--- config.mk ---
export PLATFORM = sky130hd
export DESIGN_NAME = pht_update_scheduler_flat
export DESIGN_NICKNAME = d
export VERILOG_FILES = /design/src/rtl/pht_update_scheduler_if.sv /design/src/rtl/pht_update_scheduler.sv /design/src/flat_wrapper.sv
export SDC_FILE = /design/constraint.sdc
export NUM_CORES = 1
export LEC_CHECK = 0
export CAP_MARGIN = 0
export CORE_MARGIN = 2
export CORE_UTILIZATION = 54
export CTS_CLUSTER_DIAMETER = 40
export CTS_CLUSTER_SIZE = 28
export DETAILED_ROUTE_END_ITERATION = 12
export GPL_TIMING_DRIVEN = 0
export PLACE_DENSITY = 0.77
export SETUP_SLACK_MARGIN = 0.1
export SYNTH_ARGS = -nofsm -noshare
export SYNTH_HDL_FRONTEND = slang
export SYNTH_SLANG_ARGS = --single-unit
--- constraint.sdc ---
create_clock -name clk -period 3.6 [get_ports clk]
set_input_delay 0.72 -clock clk [delete_from_list [all_inputs] [get_ports clk]]
set_output_delay 0.72 -clock clk [all_outputs]
set_load 0.05 [all_outputs]
--- src/rtl/pht_update_scheduler_if.sv ---
// Request/write bundle between issue lanes, the PHT update scheduler and the PHT RAM write ports.
// Lane 0 / port 0 occupy element [0] of each packed pair.
interface pht_update_scheduler_if #(
   parameter int unsigned INDEX_WIDTH = 10,
   parameter int unsigned DATA_WIDTH  = 16
);
   logic [1:0]                  req_valid;
   logic [1:0][INDEX_WIDTH-1:0] req_index;
   logic [1:0][DATA_WIDTH-1:0]  req_data;
   logic                        req_ready;
   logic [1:0]                  we;
   logic [1:0][INDEX_WIDTH-1:0] wa;
   logic [1:0][DATA_WIDTH-1:0]  wv;

   modport master (
      output req_valid, req_index, req_data,
      input  req_ready, we, wa, wv
   );

   modport slave (
      input  req_valid, req_index, req_data,
      output req_ready, we, wa, wv
   );
endinterface

--- src/rtl/pht_update_scheduler.sv ---
// PHT write-side controller: init sweep, ordered update queue, and bank-conflict-free
// dispatch of up to two writes per cycle onto the two RAM write ports.
module pht_update_scheduler #(
   parameter int unsigned           ENTRY_NUM   = 1024,
   parameter int unsigned           INDEX_WIDTH = $clog2(ENTRY_NUM),
   parameter int unsigned           DATA_WIDTH  = 16,
   parameter logic [DATA_WIDTH-1:0] INIT_VALUE  = 16'hAAAA,
   parameter int unsigned           QUEUE_DEPTH = 8
) (
   input  logic                        clk,
   input  logic                        rst,
   input  logic                        init_start,
   pht_update_scheduler_if.slave       bus,
   output logic                        init_done,
   output logic                        busy,
   output logic [7:0]                  drop_count
);
   localparam int unsigned PTR_W = $clog2(QUEUE_DEPTH);
   localparam int unsigned CNT_W = PTR_W + 1;
   localparam logic [INDEX_WIDTH-1:0] LAST_PAIR = INDEX_WIDTH'(ENTRY_NUM - 2);

   typedef enum logic {
      INIT,
      RUN
   } state_t;

   state_t                 state;
   logic [INDEX_WIDTH-1:0] sweep;

   logic [INDEX_WIDTH-1:0] qIdx  [QUEUE_DEPTH];
   logic [DATA_WIDTH-1:0]  qData [QUEUE_DEPTH];
   logic [PTR_W-1:0]       rdPtr;
   logic [PTR_W-1:0]       wrPtr;
   logic [CNT_W-1:0]       count;

   logic [CNT_W-1:0]       freeSlots;
   logic                   reqReady;
   logic                   supersede;
   logic                   lane0Take;
   logic                   lane1Take;
   logic                   accept;
   logic [1:0]             enqNum;
   logic [1:0]             dropNum;
   logic [INDEX_WIDTH-1:0] firstIdx;
   logic [DATA_WIDTH-1:0]  firstData;

   logic [INDEX_WIDTH-1:0] headIdx;
   logic [DATA_WIDTH-1:0]  headData;
   logic [INDEX_WIDTH-1:0] secIdx;
   logic [DATA_WIDTH-1:0]  secData;
   logic                   disp0;
   logic                   disp1;
   logic [1:0]             deqNum;
   logic [8:0]             dropSum;

   // Free space is judged on the pre-dequeue count so acceptance never depends on dispatch.
   always_comb begin
      freeSlots = CNT_W'(QUEUE_DEPTH) - count;
      reqReady  = (state == RUN) && (freeSlots >= CNT_W'(2));
      busy      = (state == INIT) || (count != '0);
   end

   assign bus.req_ready = reqReady;

   always_comb begin
      supersede = bus.req_valid[0] && bus.req_valid[1] &&
                  (bus.req_index[0] == bus.req_index[1]);
      lane0Take = bus.req_valid[0] && !supersede;
      lane1Take = bus.req_valid[1];
      accept    = (state == RUN) && reqReady && !init_start;

      enqNum = '0;
      if (accept) begin
         enqNum = {1'b0, lane0Take} + {1'b0, lane1Take};
      end

      dropNum = '0;
      if ((state == RUN) && !reqReady) begin
         dropNum = {1'b0, bus.req_valid[0]} + {1'b0, bus.req_valid[1]};
      end

      if (lane0Take) begin
         firstIdx  = bus.req_index[0];
         firstData = bus.req_data[0];
      end else begin
         firstIdx  = bus.req_index[1];
         firstData = bus.req_data[1];
      end

      dropSum = {1'b0, drop_count} + 9'(dropNum);
   end

   // Second entry only pairs with the head when it sits in the other bank; order is never bypassed.
   always_comb begin
      headIdx  = qIdx[rdPtr];
      headData = qData[rdPtr];
      secIdx   = qIdx[rdPtr + PTR_W'(1)];
      secData  = qData[rdPtr + PTR_W'(1)];
      disp0    = (state == RUN) && !init_start && (count != '0);
      disp1    = disp0 && (count >= CNT_W'(2)) && (secIdx[0] != headIdx[0]);
      deqNum   = {1'b0, disp0} + {1'b0, disp1};
   end

   always_ff @(posedge clk) begin
      if (enqNum != 2'd0) begin
         qIdx[wrPtr]  <= firstIdx;
         qData[wrPtr] <= firstData;
      end
      if (enqNum == 2'd2) begin
         qIdx[wrPtr + PTR_W'(1)]  <= bus.req_index[1];
         qData[wrPtr + PTR_W'(1)] <= bus.req_data[1];
      end
   end

   always_ff @(posedge clk or posedge rst) begin
      if (rst) begin
         state      <= INIT;
         sweep      <= '0;
         rdPtr      <= '0;
         wrPtr      <= '0;
         count      <= '0;
         bus.we     <= '0;
         bus.wa     <= '0;
         bus.wv     <= '0;
         init_done  <= 1'b0;
         drop_count <= '0;
      end else begin
         bus.we     <= '0;
         init_done  <= (state == RUN) && !init_start;
         drop_count <= dropSum[8] ? 8'hFF : dropSum[7:0];

         if (init_start) begin
            state <= INIT;
            sweep <= '0;
            rdPtr <= '0;
            wrPtr <= '0;
            count <= '0;
         end else begin
            case (state)
               INIT: begin
                  bus.we    <= 2'b11;
                  bus.wa[0] <= sweep;
                  bus.wa[1] <= sweep | INDEX_WIDTH'(1);
                  bus.wv[0] <= INIT_VALUE;
                  bus.wv[1] <= INIT_VALUE;
                  sweep     <= sweep + INDEX_WIDTH'(2);
                  if (sweep == LAST_PAIR) begin
                     state <= RUN;
                  end
               end
               RUN: begin
                  if (disp0) begin
                     bus.we[0] <= 1'b1;
                     bus.wa[0] <= headIdx;
                     bus.wv[0] <= headData;
                  end
                  if (disp1) begin
                     bus.we[1] <= 1'b1;
                     bus.wa[1] <= secIdx;
                     bus.wv[1] <= secData;
                  end
                  rdPtr <= rdPtr + PTR_W'(deqNum);
                  wrPtr <= wrPtr + PTR_W'(enqNum);
                  count <= count + CNT_W'(enqNum) - CNT_W'(deqNum);
               end
            endcase
         end
      end
   end
endmodule

--- src/flat_wrapper.sv ---
// flat-port wrapper written by rule: the top's interface ports become plain ports
module pht_update_scheduler_flat 
#(
   parameter int unsigned           ENTRY_NUM   = 1024,
   parameter int unsigned           INDEX_WIDTH = $clog2(ENTRY_NUM),
   parameter int unsigned           DATA_WIDTH  = 16,
   parameter logic [DATA_WIDTH-1:0] INIT_VALUE  = 16'hAAAA,
   parameter int unsigned           QUEUE_DEPTH = 8
)
  (clk, rst, init_start, init_done, busy, drop_count, bus_req_valid, bus_req_index, bus_req_data, bus_req_ready, bus_we, bus_wa, bus_wv);
  pht_update_scheduler_if #(.INDEX_WIDTH(INDEX_WIDTH), .DATA_WIDTH(DATA_WIDTH)) bus_i ();
  input  logic clk;
  input  logic rst;
  input  logic init_start;
  output logic init_done;
  output logic busy;
  output logic [7:0] drop_count;
  input wire logic [$bits(bus_i.req_valid)-1:0] bus_req_valid;
  input wire logic [$bits(bus_i.req_index)-1:0] bus_req_index;
  input wire logic [$bits(bus_i.req_data)-1:0] bus_req_data;
  output wire logic [$bits(bus_i.req_ready)-1:0] bus_req_ready;
  output wire logic [$bits(bus_i.we)-1:0] bus_we;
  output wire logic [$bits(bus_i.wa)-1:0] bus_wa;
  output wire logic [$bits(bus_i.wv)-1:0] bus_wv;
  assign bus_i.req_valid = bus_req_valid;
  assign bus_i.req_index = bus_req_index;
  assign bus_i.req_data = bus_req_data;
  assign bus_req_ready = bus_i.req_ready;
  assign bus_we = bus_i.we;
  assign bus_wa = bus_i.wa;
  assign bus_wv = bus_i.wv;
  pht_update_scheduler #(.ENTRY_NUM(ENTRY_NUM), .INDEX_WIDTH(INDEX_WIDTH), .DATA_WIDTH(DATA_WIDTH), .INIT_VALUE(INIT_VALUE), .QUEUE_DEPTH(QUEUE_DEPTH)) u_core (.clk(clk), .rst(rst), .init_start(init_start), .bus(bus_i), .init_done(init_done), .busy(busy), .drop_count(drop_count));
endmodule
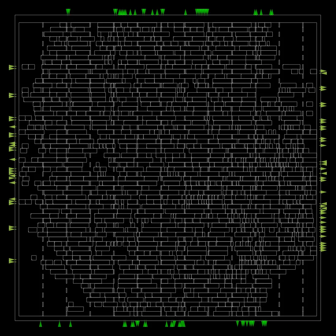
placed.png
Core Rows: 63
sequential cell area share: 0.411
flop count: 291

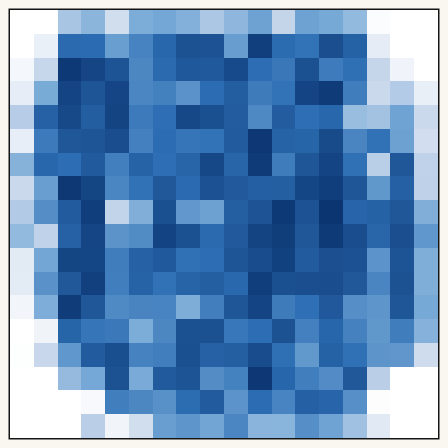
util_map.png
The die is cut into 18 by 18 equal tiles; white is low, dark blue is high, 0 to 100% covered.
densest ninth of the die: centre
tiles over 75% full: 45%
mean over tiles: 62%
emptiest ninth of the die: lower left
fullest tile: 98%

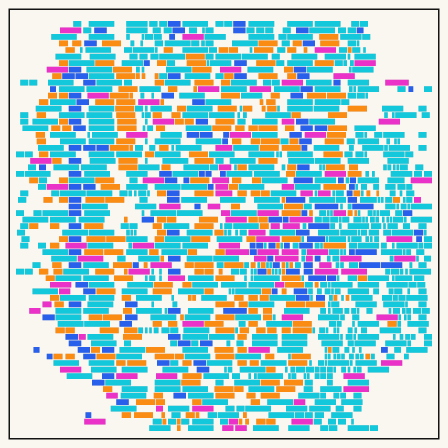
sizing.png
| colour | size | cells |
|---|---|---|
| magenta | x6 and larger | 89 |
| cyan | x1 and smaller | 760 |
| orange | x2 | 293 |
| blue | x3 and x4 | 143 |
worst setup margin: 0.0908 ns
Syn-to-layout area delta: 23.0%
nonclk buf count: 213
Design Area, Final: 20,200 um^2

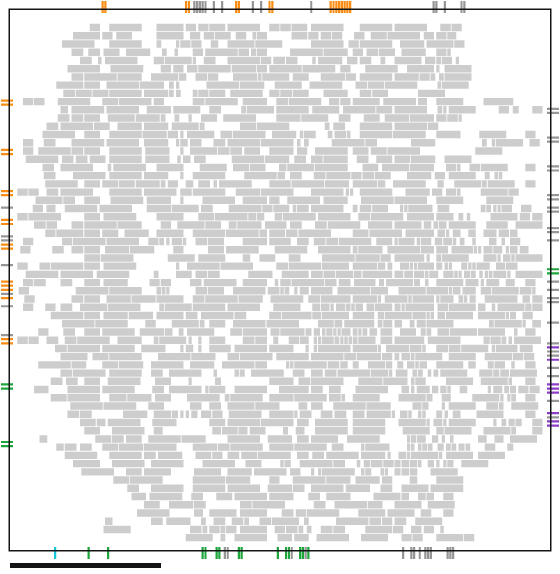
pinout.png
Scale bar: 50 um. Pins as bars across the die edge, other pins in grey.
| colour | port | pins | direction | edge |
|---|---|---|---|---|
| orange | `bus_req_data` | 32 | input | 16 left, 16 top |
| green | `bus_req_index` | 20 | input | 14 bottom, 4 left, 2 right |
| purple | `drop_count` | 8 | output | right |
| cyan | `clk` | 1 | input | bottom |
all pins by edge: 35 right, 31 top, 29 bottom, 27 left
I/O Buffers: 100
die width: 179 um
chip height: 179 um

-- through the flow --
stage	cells	setup slack (ns)	instance area, um^2	power, uW
2_1_floorplan	1081	-0.141	16600	4150
3_3_place_gp	1571	-2.20	18100	4330
3_5_place_dp	1582	-0.969	18500	4350
4_1_cts	1662	0.0860	20000	8480
5_1_grt	1676	0.0330	20200	8670
6_report	1677	0.0908	20200	8480
-- critical path, cell delays in order --
cell and delay, ns:
clkdlybuf4s15_1 0.29, ha_4 0.20, nand4_1 0.08, o31a_1 0.34, buf_8 0.16, ha_4 0.24
nor4bb_4 0.31, nand3_1 0.18, or3b_4 0.48, and2_4 0.18, buf_12 0.15, clkbuf_16 0.17
mux2_4 0.29
==> flow_summary.json <==
{
  "first_pass_iters": 5,
  "overflow": 0,
  "ys_chip_area_um2": 16400,
  "lay_top_count": "edfxtp_1",
  "use_met3": 0.0673,
  "clkbuf_count": 54,
  "hold_ws_ns": 0.483,
  "topCellsByArea": "edfxtp_1, mux4_2, dfrtp_1",
  "insertion_delay_ns": 0.54,
  "clkTransAtPathRegs_ns": 0.05,
  "drt_iter0_drc": 1210,
  "seq_power_share": 0.430,
  "crit_path_end_kind": "flip-flop",
  "nFillCells": 2000,
  "avgSynthCellArea_um2": 15.2,
  "netlist_top_cells_count": "edfxtp_1, mux2_2, mux4_2",
  "grtUsageMet1": 0.392,
  "vdd_drop_max_v": 0.000326,
  "route.top_layer_used": "met4",
  "clock-root-buffer": "clkbuf_16",
  "r2r_end": "u_core.bus.wv[1]$_DFFE_PP0P_",
  "ys_seq_frac": 0.506,
  "postRouteAntennaNets": 0,
  "syn_inst": 1081,
  "wl_met3_um": 4890,
  "largest_reg_flops": 128,
  "synthMostInstantiatedCell": "edfxtp_1",
  "pwr-share-comb": 0.080,
  "grt_max_degree": 61,
  "logic_area_um2": 7850,
  "clock_skew_ns": 0.0233,
  "ys_sh_simple": 0.0497,
  "p_int_uw": 6580,
  "num_antenna_cells": 2,
  "regMostFlops": "u_core.qData",
  "layout_top_cells": "edfxtp_1, mux2_2, mux4_2",
  "outcome": "complete, no violations",
  "regArea_um2": 8330,
  "powerSeq_uw": 3640
}
Power and IR drop assume default switching activity.
